$ cat src/rtl/store_buffer_ctrl.sv
// store_buffer_ctrl: posted-store FIFO in front of data memory with youngest-match
// load forwarding and a single outstanding load miss.
module store_buffer_ctrl #(
  parameter int DEPTH  = 4,
  parameter int ADDR_W = 10,
  parameter int DATA_W = 32
) (
  input  logic                       clk,
  input  logic                       reset,
  input  logic                       req_valid,
  input  logic                       req_write,
  input  logic [ADDR_W-1:0]          req_addr,
  input  logic [DATA_W-1:0]          req_wdata,
  output logic                       req_ready,
  output logic                       rsp_valid,
  output logic [DATA_W-1:0]          rsp_rdata,
  output logic [$clog2(DEPTH+1)-1:0] buf_count,
  output logic                       buf_empty,
  output logic                       mem_read,
  output logic                       mem_write,
  output logic [ADDR_W-1:0]          mem_addr,
  output logic [DATA_W-1:0]          mem_wdata,
  input  logic [DATA_W-1:0]          mem_rdata
);
  localparam int PTR_W = $clog2(DEPTH);
  localparam int CNT_W = $clog2(DEPTH+1);
  typedef enum logic {IDLE, LOAD_WAIT} state_t;
  state_t              state_q, state_d;
  logic [PTR_W-1:0]    head_q, head_d, tail_q, tail_d, idx;
  logic [CNT_W-1:0]    count_q, count_d;
  logic [DEPTH-1:0]    vld_q, vld_d;
  logic [ADDR_W-1:0]   ent_addr_q [DEPTH];
  logic [ADDR_W-1:0]   ent_addr_d [DEPTH];
  logic [DATA_W-1:0]   ent_data_q [DEPTH];
  logic [DATA_W-1:0]   ent_data_d [DEPTH];
  logic                rsp_valid_q, rsp_valid_d;
  logic [DATA_W-1:0]   rsp_rdata_q, rsp_rdata_d, fwd_data;
  logic                accept, push, ld, hit, miss, pop;
  // Scan oldest to youngest so the last match found is the youngest store.
  always_comb begin
    hit = 1'b0;
    fwd_data = '0;
    idx = head_q;
    for (int i = 0; i < DEPTH; i++) begin
      idx = head_q + PTR_W'(i);
      if (vld_q[idx] && ent_addr_q[idx] == req_addr) begin
        hit = 1'b1;
        fwd_data = ent_data_q[idx];
      end
    end
  end
  assign req_ready = (state_q == IDLE) && (count_q < CNT_W'(DEPTH)) && reset;
  assign accept    = req_valid && req_ready;
  assign push      = accept && req_write;
  assign ld        = accept && !req_write;
  assign miss      = ld && !hit;
  assign pop       = reset && (count_q != '0) && !miss &&
                     (state_q == LOAD_WAIT || !req_valid || count_q == CNT_W'(DEPTH));
  assign mem_read  = miss;
  assign mem_write = pop;
  assign mem_addr  = miss ? req_addr : pop ? ent_addr_q[head_q] : '0;
  assign mem_wdata = pop ? ent_data_q[head_q] : '0;
  assign rsp_valid = rsp_valid_q;
  assign rsp_rdata = rsp_rdata_q;
  assign buf_count = count_q;
  assign buf_empty = count_q == '0;
  always_comb begin
    state_d = (state_q == IDLE && miss) ? LOAD_WAIT : IDLE;
    head_d = head_q + PTR_W'(pop);
    tail_d = tail_q + PTR_W'(push);
    count_d = count_q + CNT_W'(push) - CNT_W'(pop);
    vld_d = vld_q;
    ent_addr_d = ent_addr_q;
    ent_data_d = ent_data_q;
    if (pop) vld_d[head_q] = 1'b0;
    if (push) begin
      vld_d[tail_q] = 1'b1;
      ent_addr_d[tail_q] = req_addr;
      ent_data_d[tail_q] = req_wdata;
    end
    rsp_valid_d = (state_q == LOAD_WAIT) || (ld && hit);
    rsp_rdata_d = (state_q == LOAD_WAIT) ? mem_rdata : (ld && hit) ? fwd_data : rsp_rdata_q;
  end
  always_ff @(posedge clk) begin
    if (!reset) begin
      state_q <= IDLE;
      head_q <= '0;
      tail_q <= '0;
      count_q <= '0;
      vld_q <= '0;
      rsp_valid_q <= 1'b0;
      rsp_rdata_q <= '0;
    end else begin
      state_q <= state_d;
      head_q <= head_d;
      tail_q <= tail_d;
      count_q <= count_d;
      vld_q <= vld_d;
      ent_addr_q <= ent_addr_d;
      ent_data_q <= ent_data_d;
      rsp_valid_q <= rsp_valid_d;
      rsp_rdata_q <= rsp_rdata_d;
    end
  end
endmodule

$ cat config.mk
export PLATFORM = sky130hd
export DESIGN_NAME = store_buffer_ctrl
export DESIGN_NICKNAME = d
export VERILOG_FILES = /design/src/rtl/store_buffer_ctrl.sv
export SDC_FILE = /design/constraint.sdc
export NUM_CORES = 1
export LEC_CHECK = 0
export CORE_MARGIN = 8
export CORE_UTILIZATION = 45
export CTS_CLUSTER_SIZE = 16
export DETAILED_ROUTE_END_ITERATION = 12
export DONT_BUFFER_PORTS = 1
export GPL_ROUTABILITY_DRIVEN = 0
export HOLD_SLACK_MARGIN = 0.06
export PLACE_DENSITY = 0.64
export SLEW_MARGIN = 30
export SYNTH_ARGS = -nofsm -noshare
export SYNTH_HDL_FRONTEND = slang
export SYNTH_SLANG_ARGS = --single-unit
export TNS_END_PERCENT = 100
$ cat constraint.sdc
create_clock -name clk -period 5.6 [get_ports clk]
set_clock_uncertainty 0.1 [all_clocks]
set_input_delay 1.12 -clock clk [delete_from_list [all_inputs] [get_ports clk]]
set_output_delay 1.12 -clock clk [all_outputs]
set_load 0.02 [all_outputs]
==> run_1/clk_routes.png <==
Scale: 2 px per µm.
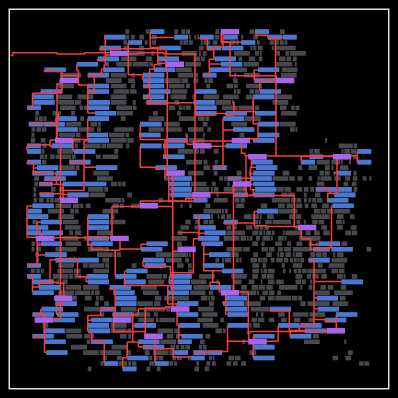
[flip-flops] blue | count: 213
[clock wires] red | length: 2,990 µm
[clock drivers] purple | count: 27
flops lie: spread over the die
routed clock nets: 28

==> run_1/cell_density.png <==
Scale: 2 px per µm. 19 x 19 tiles, from dark blue (low) to red (high), 0 to 100% covered.
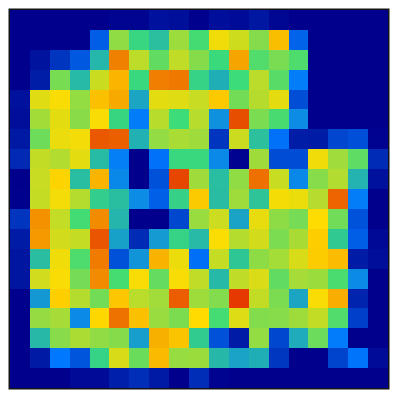
fullest tile: 94%
emptiest ninth of the die: north-east
mean over tiles: 40%
nearly empty tiles: 21%
tiles over 75% full: 11%

==> results.tsv, run 1 <==
stage	metric	value	unit
finish	clkbuf_count	33	
power_and_ir_drop	ir_drop	0.284	mV
run	warnings	29	
power_and_ir_drop	clock_power_share	30.5	%
worst_hold_path	hp-start	vld_q[0]$_SDFF_PN0_	
logic_synthesis	synth_seq_share	44.2	%
cts	cts_tree	built	
placed_design	dp.cells	1292	
logic_synthesis	logic_family	multiplexers	
power_and_ir_drop	power.share.switching	32.2	%
floorplan	coreArea	29600	µm²
logic_synthesis	synth.most_common_cell	edfxtp_1	
worst_setup_path	slowest_stage	a2111oi_0	
worst_setup_path	worstPathRequired	4.38	ns
worst_setup_path	r2r_end	rsp_rdata[24]$_SDFFE_PN0P_	
outcome	outcome	complete, no violations	
floorplan	die_x	189	µm
global_route	grt_pass1_wl	57400	µm
power_and_ir_drop	pwr-share-comb	38.4	%
floorplan	die_h	189	µm
worst_setup_path	reg2reg_depth	13	
power_and_ir_drop	finalPower	5.95	mW
logic_synthesis	top_cells_by_count	edfxtp_1, mux4_2, clkbuf_1, dfxtp_1, o31ai_1	
detailed_routing	firstDrtPassIters	5	
global_route	grtUsageTotal	20.4	%
cts	cts_resized	0	
finish	mostFrequentLayoutCell	edfxtp_1	
power_and_ir_drop	p_leak	4.51	nW
worst_hold_path	holdCritPathClass	reg2reg	
logic_synthesis	synth-cells-yosys	969	
finish	fin_nets	1019	
floorplan	initCoreUtil	45.5	%
global_route	antenna_found_initial	0	
finish	layout.cells.non_filler	1343	
run	cap_viol_max_count	0	
finish	n_fill_cell	2502	
logic_synthesis	simple_gate_share	8.50	%
finish	clk_share	6.34	%
finish	num-multi-input-gates	633	
cts	cts_buffers	27	
logic_synthesis	aoi_share	10.3	%
detailed_routing	wl_per_cell	27.5	µm
worst_setup_path	cp_top_family	simple AND/OR/NAND/NOR gates	
finish	layout-drive-gt1-share	25.6	%
logic_synthesis	avgSynthCellArea	13.9	µm²
finish	nonClkBufAreaFrac	2.00	%
finish	area_growth	9.63	%
cts	htreeDepth	1	
==> run_1/io_fan.png <==
Scale: 1.5 px per µm.
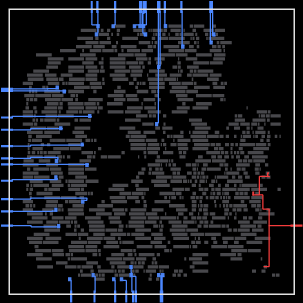
[`mem_wdata`] blue | direction: output | edge: 13 north, 11 west, 8 south | end cells: 32 | buffers: 0 | wire: 833 µm
[`mem_read`] red | direction: output | edge: east | end cells: 1 | buffers: 0 | wire: 101 µm

-- run 1: worst reg2reg max path, delay by kind of cell, from the launching register on --
| family | cells | cell delay [ns] |
|---|---|---|
| compound gates | 4 | 1.35 |
| buf+inv | 4 | 0.99 |
| simple gates | 2 | 0.74 |
| flops | 1 | 0.34 |
| fa+ha+maj | 1 | 0.31 |
| mux | 1 | 0.28 |
| xor+xnor | 1 | 0.09 |
-- run 1: kinds of logic (layout without fill, tap and decap cells) --
| group | Yosys count | in the layout |
|---|---|---|
| AND-OR/OR-AND | 188 | 188 |
| XOR/XNOR | 45 | 45 |
| adder cells (fa/ha/maj) | 9 | 9 |
| buffers and inverters | 123 | 107 |
| flip-flops | 213 | 213 |
| multiplexers | 194 | 194 |
| AND/OR/NAND/NOR | 197 | 197 |
-- run 1: state kept, by name (all words and copies together), names as in the netlist --
signal / cells
head_q: 2
vld_q: 4
tail_q: 2
ent_data_q: 128
rsp_valid: 1
buf_count: 3
state_q: 1
rsp_rdata: 32
ent_addr_q: 40
-- run 1: power by group through the flow --
stage          clock [mW]  combinational, mW  sequential (mW)
2_1_floorplan           0               1.96             1.86
3_3_place_gp            0               2.28             1.88
3_5_place_dp            0               2.29             1.89
4_1_cts              1.86               2.30             1.85
5_1_grt              1.91               2.47             1.86
6_report             1.82               2.29             1.85
-- run 1: routing by layer --
layer | track usage [%] | wire (µm) | vias to the layer above
li1 | - | - | 3901
met1 | 26.2 | 14600 | 4631
met2 | 33.6 | 18000 | 392
met5 | 0 | 0 | -
met4 | 5.35 | 850 | 0
met3 | 5.94 | 3470 | 54
==> run_1/congestion.png <==
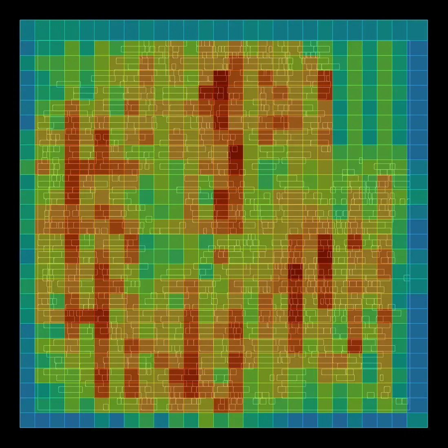

==> run 2: changes to the inputs <==
--- a/config.mk
+++ b/config.mk
@@ -7,7 +7,7 @@
 export LEC_CHECK = 0
 export CORE_MARGIN = 8
 export CORE_UTILIZATION = 45
-export CTS_CLUSTER_SIZE = 16
+export CTS_CLUSTER_SIZE = 28
 export DETAILED_ROUTE_END_ITERATION = 12
 export DONT_BUFFER_PORTS = 1
 export GPL_ROUTABILITY_DRIVEN = 0
==> constraint.sdc (replaced) <==
create_clock -name clk -period 5.6 [get_ports clk]
set_clock_uncertainty 0.1 [all_clocks]
set_input_delay 1.12 -clock clk [delete_from_list [all_inputs] [get_ports clk]]
set_output_delay 1.12 -clock clk [all_outputs]
set_load 0.01 [all_outputs]
==> run_2/congestion.png <==
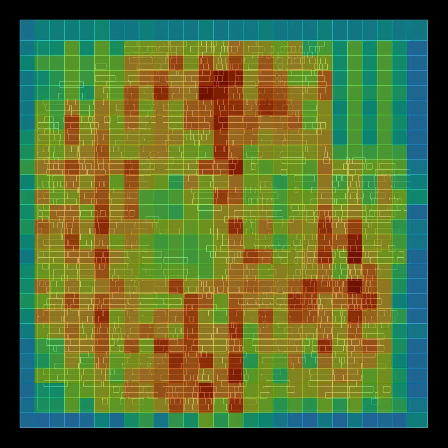
Wirelength per Cell: 28.1 µm
Tot GR Track Use: 20.6%

==> run 2 against run 1 <==
Net effect: via count increased by 0.61%; count of clock-buffer cells in the layout increased by 4; combinational power decreased by 5%; non-clock buffer count decreased by 7; critical endpoint unchanged; wire length increased by 1.3%; clock power decreased by 11%; synthesized cell count unchanged; worst hold slack got worse by 0.0093 ns; setup slack improved by 0.36 ns; synthesized area unchanged; maximum frequency increased by 7.0%.
==> results.tsv, run 2 <==
stage	metric	value	unit
floorplan	coreArea	29600	µm²
logic_synthesis	async_reset_ff_share	0	%
detailed_routing	firstDrtPassIters	5	
worst_setup_path	worst-r2r-setup-slack	1.34	ns
worst_setup_path	cp.arrival	3.83	ns
run	cap_viol_max_count	0	
worst_setup_path	crit_path_cell_trace	inv_1, ha_4, buf_4, mux2i_1, nor2_1, a2111oi_0, o21ai_0, or4_1, nand4_1, nor2_2, a22o_1	
power_and_ir_drop	clock_power_share	28.8	%
logic_synthesis	xor_area_share	2.93	%
finish	layout.cells.non_filler	1331	
floorplan	die_x	189	µm
cts	htreeDepth	1	
worst_setup_path	r2r_end	rsp_rdata[11]$_SDFFE_PN0P_	
cts	cts.sinks	213	
logic_synthesis	avgSynthCellArea	13.9	µm²
logic_synthesis	synth_seq_share	44.2	%
worst_setup_path	crit_type	reg2out	
worst_setup_path	crit_path_max_incr_delay	0.60	ns
worst_setup_path	worstPathRequired	4.38	ns
cts	clk_latency	0.54	ns
logic_synthesis	synth-edff-count	168	
finish	area_growth	8.39	%
sta	fin_crit	5.05	ns
logic_synthesis	ys_ff	213	
logic_synthesis	ys_top_cells_by_area	edfxtp_1, mux4_2, dfxtp_1	
cts	path_clk_slew	0.06	ns
power_and_ir_drop	pwr-share-comb	38.6	%
logic_synthesis	synth-cells-yosys	969	
global_route	grt_pass1_vias	9195	
worst_setup_path	slowest_stage	ha_4	
detailed_routing	num_vias	9033	
logic_synthesis	synth.most_common_cell	edfxtp_1	
cts	clockRootBuffer	clkbuf_16	
worst_setup_path	start_kind	flip-flop	
worst_hold_path	holdCritPathClass	reg2reg	
cts	cts_resized	0	
detailed_routing	routed_via_density	6.79	
finish	layout-drive-gt1-share	24.7	%
finish	largest_reg_flops	128	
outcome	outcome	complete, no violations	
floorplan	initCoreUtil	45.5	%
run	warnings	31	
power_and_ir_drop	ir_drop	0.360	mV
logic_synthesis	logic_family	multiplexers	
worst_setup_path	startpoint	head_q[1]$_SDFF_PN0_	
finish	fin_nets	1010	
floorplan	die_h	189	µm
worst_hold_path	holdPathEnd	vld_q[2]$_SDFF_PN0_	
cts	cts_hold_buffers	0	
logic_synthesis	ys_area	13500	µm²
logic_synthesis	simple_gate_share	8.50	%
sta	setup_ws	0.555	ns
floorplan	fp-row-count	63	
power_and_ir_drop	power.share.switching	31.7	%
cts	cts_buffers	25	
global_route	antenna_found_initial	1	
worst_hold_path	hp-start	vld_q[2]$_SDFF_PN0_	
placed_design	dp.cells	1286	
finish	n_fill_cell	2569	
finish	mostFrequentLayoutCell	edfxtp_1	
worst_setup_path	r2r-start	head_q[1]$_SDFF_PN0_	
worst_setup_path	reg2reg_depth	14	
finish	largest_register	ent_data_q	
logic_synthesis	ys_warn_count	0	
worst_setup_path	crit_fanout	30	
logic_synthesis	top_cells_by_count	edfxtp_1, mux4_2, clkbuf_1, dfxtp_1, o31ai_1	
cts	cts_tree	built	
logic_synthesis	synth_adder_area_share	0.892	%
logic_synthesis	aoi_share	10.3	%
logic_synthesis	synth_area	13500	µm²
global_route	grt_pass1_wl	57700	µm
worst_setup_path	cp_top_family	simple AND/OR/NAND/NOR gates	
power_and_ir_drop	p_leak	4.41	nW
logic_synthesis	floorplan.nets	1056	
run 2: cells by family after synthesis:
| kind of cell | after synthesis |
|---|---|
| DFF | 213 |
| and+or+nand+nor | 197 |
| xor gates and xnor gates | 45 |
| buffers and inverters | 123 |
| muxes | 194 |
| adders and majority gates | 9 |
| AOI/OAI and AO/OA | 188 |
run 2: power by group through the flow:
stage          Sequential [mW]  Clock [mW]  Combinational (mW)
2_1_floorplan             1.84           0                1.89
3_3_place_gp              1.86           0                2.18
3_5_place_dp              1.86           0                2.20
4_1_cts                   1.83        1.65                2.21
5_1_grt                   1.84        1.71                2.36
6_report                  1.83        1.62                2.17
run 2: final cells by class:
type                       count  area [µm²]  area share, %
multi-input combinational    633        7000           48.0
sequential                   213        5960           40.8
clock buffer                  37         742           5.08
tap                          390         488           3.34
timing repair buffer          28         239           1.64
inverter                      22        82.6          0.566
clock inverter                 8        81.3          0.557
run 2: worst min-delay path, cell delays in order (launching register included):
cell     delay, ns
dfxtp_1       0.36
a21oi_1       0.14
nor2b_1       0.05
run 2: layer usage:
layer / GRT usage (%) / share of wire (%)
met4: 6.28 / 2.9
met1: 26.3 / 39
met3: 6.18 / 9.4
met2: 33.6 / 48
met5: 0 / 0.032
run 2: stage by stage:
stage | util (%) | power [mW] | cell area (µm²) | hold slack [ns]
floorplan | - | 3.73 | 13500 | 0.425
global route | 49.4 | 5.91 | 14600 | 0.520
global placement | 46.5 | 4.04 | 13800 | 0.471
finish | 49.4 | 5.63 | 14600 | 0.491
CTS | 49.4 | 5.69 | 14600 | 0.486
detailed placement | 46.6 | 4.06 | 13800 | 0.477
Power figures rest on the tool's default switching activity, not on a simulated workload.
